===== src/rtl/pmem_arbiter_pkg.sv =====
// pmem_arbiter_pkg
//   Shared types for the I/D cacheline memory arbiter.
//   - arb_state_t : arbiter FSM state (also exposed as a debug output)
//   - arb_req_t   : identity of a requester, used to remember the last grant
//   - PMEM_ADDR_W / PMEM_LINE_W : default port widths
package pmem_arbiter_pkg;

    localparam int PMEM_ADDR_W = 32;
    localparam int PMEM_LINE_W = 256;

    typedef enum logic [1:0] {
        IDLE    = 2'd0,
        SERVE_I = 2'd1,
        SERVE_D = 2'd2
    } arb_state_t;

    typedef enum logic {
        REQ_I = 1'b0,
        REQ_D = 1'b1
    } arb_req_t;

endpackage


===== src/rtl/pmem_arbiter_if.sv =====
// pmem_arbiter_if
//   Bundles the three cacheline-level ports that meet at the arbiter:
//   the I-cache port (read-only), the D-cache port and the downstream
//   port towards cacheline_adaptor.
//
//   Handshake: a requester raises x_read/x_write with a stable address
//   (and write data) and holds them until x_resp pulses for one cycle;
//   x_rdata is valid only in that cycle. The downstream port follows the
//   same rule with pmem_* and pmem_resp. There is no separate ready signal.
//
//   Modports:
//   - slave  : the arbiter (accepts cache requests, drives downstream)
//   - master : the environment (caches and adaptor)
interface pmem_arbiter_if
    import pmem_arbiter_pkg::*;
#(
    parameter int ADDR_W = PMEM_ADDR_W,
    parameter int LINE_W = PMEM_LINE_W
) ();

    logic              i_read;
    logic [ADDR_W-1:0] i_address;
    logic [LINE_W-1:0] i_rdata;
    logic              i_resp;

    logic              d_read;
    logic              d_write;
    logic [ADDR_W-1:0] d_address;
    logic [LINE_W-1:0] d_wdata;
    logic [LINE_W-1:0] d_rdata;
    logic              d_resp;

    logic              pmem_read;
    logic              pmem_write;
    logic [ADDR_W-1:0] pmem_address;
    logic [LINE_W-1:0] pmem_wdata;
    logic [LINE_W-1:0] pmem_rdata;
    logic              pmem_resp;

    modport slave (
        input  i_read, i_address,
        output i_rdata, i_resp,
        input  d_read, d_write, d_address, d_wdata,
        output d_rdata, d_resp,
        output pmem_read, pmem_write, pmem_address, pmem_wdata,
        input  pmem_rdata, pmem_resp
    );

    modport master (
        output i_read, i_address,
        input  i_rdata, i_resp,
        output d_read, d_write, d_address, d_wdata,
        input  d_rdata, d_resp,
        input  pmem_read, pmem_write, pmem_address, pmem_wdata,
        output pmem_rdata, pmem_resp
    );

endinterface


===== src/rtl/pmem_arbiter.sv =====
// pmem_arbiter
//   Round-robin arbiter sharing one cacheline memory port between the
//   I-cache and the D-cache. The granted request is registered onto the
//   downstream port one cycle after it is seen in IDLE; the completion
//   from downstream is passed straight back to the winner.
//
//   Ports:
//   - clk   : clock
//   - rst   : synchronous active-high reset
//   - bus   : pmem_arbiter_if.slave (I-cache, D-cache and downstream ports)
//   - state : current FSM state, for debug/observation
module pmem_arbiter
    import pmem_arbiter_pkg::*;
#(
    parameter int ADDR_W = PMEM_ADDR_W,
    parameter int LINE_W = PMEM_LINE_W
) (
    input  logic         clk,
    input  logic         rst,
    pmem_arbiter_if.slave bus,
    output arb_state_t   state
);

    arb_req_t          last_grant;
    logic              read_q;
    logic              write_q;
    logic [ADDR_W-1:0] address_q;
    logic [LINE_W-1:0] wdata_q;

    logic i_req;
    logic d_req;
    logic grant_i;

    always_comb begin
        i_req   = bus.i_read;
        d_req   = bus.d_read | bus.d_write;
        // On a tie the requester that did not win last time goes first.
        grant_i = i_req && (!d_req || (last_grant == REQ_D));
    end

    always_ff @(posedge clk) begin
        if (rst) begin
            state      <= IDLE;
            last_grant <= REQ_D;
            read_q     <= 1'b0;
            write_q    <= 1'b0;
            address_q  <= '0;
            wdata_q    <= '0;
        end else begin
            case (state)
                IDLE: begin
                    if (grant_i) begin
                        state      <= SERVE_I;
                        last_grant <= REQ_I;
                        address_q  <= bus.i_address;
                        read_q     <= 1'b1;
                        write_q    <= 1'b0;
                    end else if (d_req) begin
                        state      <= SERVE_D;
                        last_grant <= REQ_D;
                        address_q  <= bus.d_address;
                        wdata_q    <= bus.d_wdata;
                        // A simultaneous read+write is treated as a write.
                        write_q    <= bus.d_write;
                        read_q     <= ~bus.d_write;
                    end
                end
                SERVE_I, SERVE_D: begin
                    // Downstream outputs hold until the completion arrives.
                    if (bus.pmem_resp) begin
                        state   <= IDLE;
                        read_q  <= 1'b0;
                        write_q <= 1'b0;
                    end
                end
                default: begin
                    state   <= IDLE;
                    read_q  <= 1'b0;
                    write_q <= 1'b0;
                end
            endcase
        end
    end

    always_comb begin
        bus.pmem_read    = read_q;
        bus.pmem_write   = write_q;
        bus.pmem_address = address_q;
        bus.pmem_wdata   = wdata_q;
        // Read data is broadcast; only the completion pulse is steered.
        bus.i_rdata      = bus.pmem_rdata;
        bus.d_rdata      = bus.pmem_rdata;
        bus.i_resp       = (state == SERVE_I) && bus.pmem_resp;
        bus.d_resp       = (state == SERVE_D) && bus.pmem_resp;
    end

endmodule


===== src/flat_wrapper.sv =====
// flat-port wrapper written by rule: the top's interface ports become plain ports
module pmem_arbiter_flat import pmem_arbiter_pkg::*;
#(
    parameter int ADDR_W = PMEM_ADDR_W,
    parameter int LINE_W = PMEM_LINE_W
)
  (clk, rst, state, bus_i_read, bus_i_address, bus_i_rdata, bus_i_resp, bus_d_read, bus_d_write, bus_d_address, bus_d_wdata, bus_d_rdata, bus_d_resp, bus_pmem_read, bus_pmem_write, bus_pmem_address, bus_pmem_wdata, bus_pmem_rdata, bus_pmem_resp);
  pmem_arbiter_if #(.ADDR_W(ADDR_W), .LINE_W(LINE_W)) bus_i ();
  input  logic clk;
  input  logic rst;
  output arb_state_t state;
  input wire logic [$bits(bus_i.i_read)-1:0] bus_i_read;
  input wire logic [$bits(bus_i.i_address)-1:0] bus_i_address;
  output wire logic [$bits(bus_i.i_rdata)-1:0] bus_i_rdata;
  output wire logic [$bits(bus_i.i_resp)-1:0] bus_i_resp;
  input wire logic [$bits(bus_i.d_read)-1:0] bus_d_read;
  input wire logic [$bits(bus_i.d_write)-1:0] bus_d_write;
  input wire logic [$bits(bus_i.d_address)-1:0] bus_d_address;
  input wire logic [$bits(bus_i.d_wdata)-1:0] bus_d_wdata;
  output wire logic [$bits(bus_i.d_rdata)-1:0] bus_d_rdata;
  output wire logic [$bits(bus_i.d_resp)-1:0] bus_d_resp;
  output wire logic [$bits(bus_i.pmem_read)-1:0] bus_pmem_read;
  output wire logic [$bits(bus_i.pmem_write)-1:0] bus_pmem_write;
  output wire logic [$bits(bus_i.pmem_address)-1:0] bus_pmem_address;
  output wire logic [$bits(bus_i.pmem_wdata)-1:0] bus_pmem_wdata;
  input wire logic [$bits(bus_i.pmem_rdata)-1:0] bus_pmem_rdata;
  input wire logic [$bits(bus_i.pmem_resp)-1:0] bus_pmem_resp;
  assign bus_i.i_read = bus_i_read;
  assign bus_i.i_address = bus_i_address;
  assign bus_i_rdata = bus_i.i_rdata;
  assign bus_i_resp = bus_i.i_resp;
  assign bus_i.d_read = bus_d_read;
  assign bus_i.d_write = bus_d_write;
  assign bus_i.d_address = bus_d_address;
  assign bus_i.d_wdata = bus_d_wdata;
  assign bus_d_rdata = bus_i.d_rdata;
  assign bus_d_resp = bus_i.d_resp;
  assign bus_pmem_read = bus_i.pmem_read;
  assign bus_pmem_write = bus_i.pmem_write;
  assign bus_pmem_address = bus_i.pmem_address;
  assign bus_pmem_wdata = bus_i.pmem_wdata;
  assign bus_i.pmem_rdata = bus_pmem_rdata;
  assign bus_i.pmem_resp = bus_pmem_resp;
  pmem_arbiter #(.ADDR_W(ADDR_W), .LINE_W(LINE_W)) u_core (.clk(clk), .rst(rst), .bus(bus_i), .state(state));
endmodule

===== config.mk =====
export PLATFORM = sky130hd
export DESIGN_NAME = pmem_arbiter_flat
export DESIGN_NICKNAME = d
export VERILOG_FILES = /design/src/rtl/pmem_arbiter_pkg.sv /design/src/rtl/pmem_arbiter_if.sv /design/src/rtl/pmem_arbiter.sv /design/src/flat_wrapper.sv
export SDC_FILE = /design/constraint.sdc
export NUM_CORES = 1
export LEC_CHECK = 0
export ABC_AREA = 1
export CORE_AREA = 2 2 533 535
export CTS_BUF_LIST = sky130_fd_sc_hd__clkbuf_16
export DETAILED_ROUTE_END_ITERATION = 6
export DIE_AREA = 0 0 535 537
export SYNTH_ARGS = -nofsm -noshare
export SYNTH_HDL_FRONTEND = slang
export SYNTH_SLANG_ARGS = --single-unit

===== constraint.sdc =====
create_clock -name clk -period 1.4 [get_ports clk]
set_input_delay 0.28 -clock clk [delete_from_list [all_inputs] [get_ports clk]]
set_output_delay 0.28 -clock clk [all_outputs]
set_load 0.05 [all_outputs]

Fig. 1: clock routing
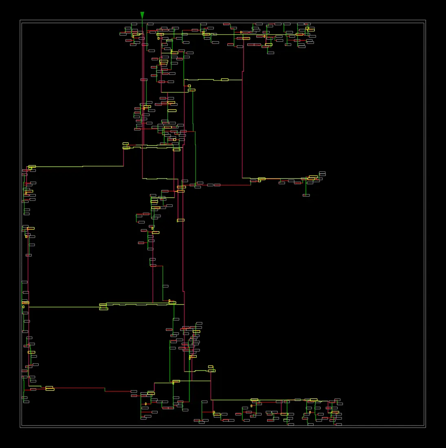
# clk buffers: 40
clock latency reported for the late side of the worst-skew pair: 0.70 ns
flop count: 293
CTS Sinks: 293

Fig. 2: the metal 3 layer
(1 px per um)
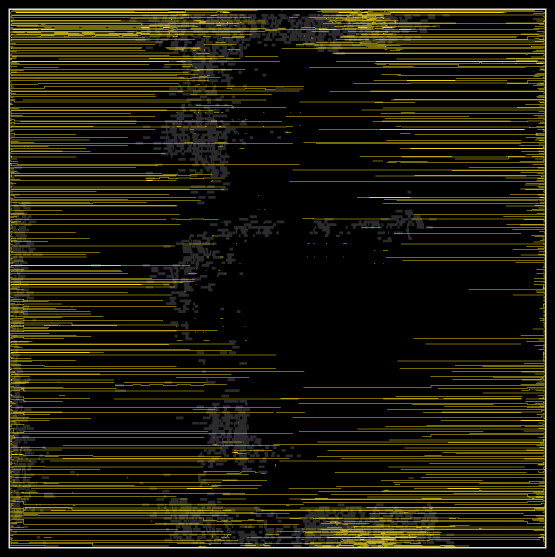
main direction: horizontal
longest straight run: 312 um
wire length on this layer: 65.5 mm
share of all routed wire: 32%
global-route met3 utilization: 20.05%
Routed Wire Length: 201900 um
routed via count: 15290

==> results.env <==
NUMBER_OF_NETS_IN_THE_LAYOUT=2764
DIE_AREA_UM2=287300
CELLINTERNALPOWER_uW=24260
TIMING.RR.START='u_core.state[1]'
PERIOD_MINUS_SLACK_NS=1.845
DRT_FIRST_ITER_VIOLATIONS=950
SEQCELLAREA_UM2=6272
DRIVE_GT1_SHARE_PCT=53.73
PORTBUFFERS=619
GRT_MAX_DEGREE=59
COMB_POWER_SHARE_PCT=45.6
OPENROAD.WARNINGS=31
GRT_REMAINING_OVERFLOW=0
POWER.STATIC_LEAKAGE_uW=0.01110
TOP_AREA_SHARE_PCT=38.89
HOLD_VIOLATIONS=0
TIMING_MAX_TRANSITION_VIOLATIONS_FINAL=0
MAX_SLEW.WORST_PIN.SLEW_NS=0.4587
WORSTHOLDPATHTYPE='input pin to register'
SETUP_VIOLATIONS=585
ROWS=195
CTS_ROOT_BUFFER='sky130_fd_sc_hd__clkbuf_16'
ROUTE.DETAILED.VIAS_PER_INST=2.558
CRITPATHTOPFAMILY='flip-flops'
CRIT_CHAIN='inv_4 > buf_6 > ha_4 > nand2_4 > inv_4 > buf_12'
IOPINCOUNT=1388
CTS_BUFFER_DEPTH=3
PERIOD_USED_PCT=131.8
MAXSLEWHEADROOM_PCT=69.42
TIMING.CRITICAL_PATH.SLOWEST_CELL_DELAY_NS=0.36
ANTENNA_VIOLATIONS_BEFORE_REPAIR=62
HOLDPATHSTAGES=4
NUM-FILL-CELLS=31920
STATUS='finished, violations left'
CLKTRANSATPATHREGS_NS=0.07
INITCOREUTIL_PCT=5.362
SYNTHESIS.NETS=2558
YOSYS-TOP-CELLS-AREA='sky130_fd_sc_hd__dfxtp_1 (39%), sky130_fd_sc_hd__buf_4 (27%), sky130_fd_sc_hd__nand3_1 (11%)'
TIMING.CRITICAL_PATH.TO_TYPE='output pin'
POST-ROUTE-DRC-COUNT=0
POWER_FRAC_SEQ_PCT=26.4
YOSYSTOPAREACELL='sky130_fd_sc_hd__dfxtp_1'
LARGEST_FANOUT_OF_ANY_NET_ON_THE_CRITICAL_PATH=2
TIMING.CRITICAL_PATH.BUF_INV=4
WORSTPATHARRIVAL_NS=1.57
DIE_WIDTH_UM=535
FIN_TOTAL_PWR_uW=40770
SYN_AREA_PER_CELL_UM2=7.645
GRT_FIRST_PASS_WIRELENGTH_UM=233200
CP.REQUIRED_NS=1.12
VIOLATIONS='negative setup slack'
FIRST_GLOBAL_VIAS=14820
DIE_HEIGHT_UM=537
POWER-PER-CELL-AREA_nW_PER_UM2=1277
FINAL_CRITICAL_PATH_SETUP_SLACK_NS=-0.4455
GLOBALPLACE.CONGESTION=0.8925
CTS_INSERTED_BUFFERS=40
Fig. 3: I/O nets highlighted
(1 px per um)
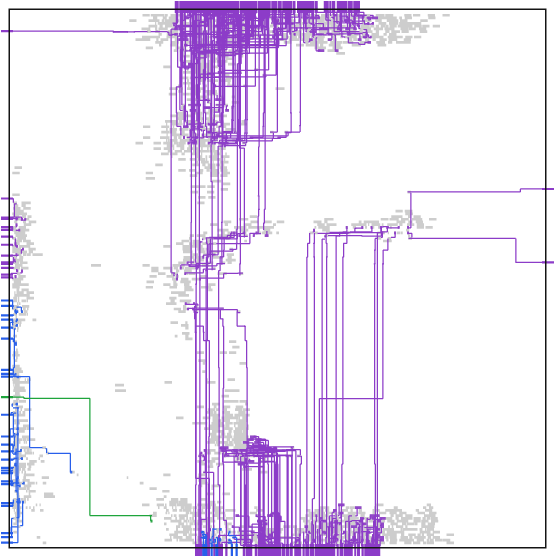
| color | port | direction | edge | end cells | buffers | wire |
|---|---|---|---|---|---|---|
| green | bus_i_resp | output | left | 1 | 1 | 265 um |
| blue | bus_i_address | input | 24 left, 8 bottom | 32 | 33 | 933 um |
| purple | bus_d_wdata | input | 139 top, 101 bottom, 14 left, 2 right | 256 | 256 | 24.9 mm |

cell families (layout without fill, tap and decap cells):
| logic type | after synthesis | in the layout | share of synthesized area (%) |
|---|---|---|---|
| buffers and inverters | 719 | 955 | 31.70 |
| AND/OR/NAND/NOR | 662 | 662 | 19.28 |
| AND-OR/OR-AND | 296 | 296 | 9.887 |
| flip-flops | 293 | 293 | 38.89 |
| adder cells (fa/ha/maj) | 3 | 3 | 0.2489 |
| other | 0 | 25 | 0 |
final timing paths:
check	end	slack, ns
setup / recovery	bus_d_resp	-0.45
hold / removal	u_core.bus.pmem_address[4]	0.09
setup reg to reg	u_core.bus.pmem_wdata[231]	-0.39
hold reg to reg	u_core.bus.pmem_wdata[246]	0.48
sequential cells by signal, summed over array words and instances, names as in the netlist:
name / cells
u_core.bus.pmem_write: 1
u_core.bus.pmem_read: 1
u_core.bus.pmem_wdata: 256
u_core.bus.pmem_address: 32
u_core.last_grant: 1
u_core.state: 2
area by class of cell:
cell class | instances | share of cell area (%)
repair buffers | 810 | 38.24
inverters | 73 | 0.8897
well taps | 3743 | 14.67
clock inverters | 32 | 1.156
clock buffers | 40 | 3.135
multi-input cells | 961 | 22.06
diodes | 25 | 0.1960
flip-flops and latches | 293 | 19.65
through the flow:
step	cells	hold slack, ns	setup WS, ns	cell area, um2	setup TNS (ns)
after floorplan	1973	0.4451	-0.004615	15190	-0.6377
after global placement	5772	0.4853	-0.6414	25400	-165.89
after detailed placement	5772	0.4892	-0.7278	25400	-185.28
after CTS	5951	0.02717	-0.5047	30340	-151.12
after global routing	5973	0.09419	-0.5074	31910	-150.44
final	5977	0.09430	-0.4455	31920	-114.37
what timing repair did:
action / 4_1_cts / 5_1_grt
gates resized: 543 / 455
pin swaps: 73 / 97
setup buffers: 66 / 21
hold buffers: 0 / 0
setup endpoints to repair: 558 / 587
gates cloned: 43 / 6
metal layers:
layer  GRT usage (%)  part of all wire, %  wire length, um
met3           20.05                   32            65550
met4           7.317                  5.9            11880
met2           17.95                   39            78800
met5           1.234                 0.26              525
met1           8.882                   22            45110
power groups by stage:
stage | clock (uW) | sequential (uW) | combinational (uW)
floorplan | 0 | 13100 | 6980
global placement | 0 | 10600 | 14000
detailed placement | 0 | 10600 | 14000
CTS | 11800 | 10600 | 17900
global route | 12000 | 10800 | 19500
finish | 11400 | 10700 | 18600
cells in the mapped netlist:
cell type and n:
sky130_fd_sc_hd__nand3_1 324, sky130_fd_sc_hd__o21ai_2 1, sky130_fd_sc_hd__nand2_2 2, sky130_fd_sc_hd__ha_1 3, sky130_fd_sc_hd__clkbuf_1 56, sky130_fd_sc_hd__buf_2 51, sky130_fd_sc_hd__buf_1 1, sky130_fd_sc_hd__inv_1 73
sky130_fd_sc_hd__nand4_1 1, sky130_fd_sc_hd__a21oi_1 293, sky130_fd_sc_hd__a21boi_0 1, sky130_fd_sc_hd__a21oi_2 1, sky130_fd_sc_hd__nor2_1 3, sky130_fd_sc_hd__buf_4 538, sky130_fd_sc_hd__nor2_4 1, sky130_fd_sc_hd__nand2_1 330
sky130_fd_sc_hd__nor2_2 1, sky130_fd_sc_hd__dfxtp_1 293
No activity file was given, so power comes from the tool's default toggle rates.
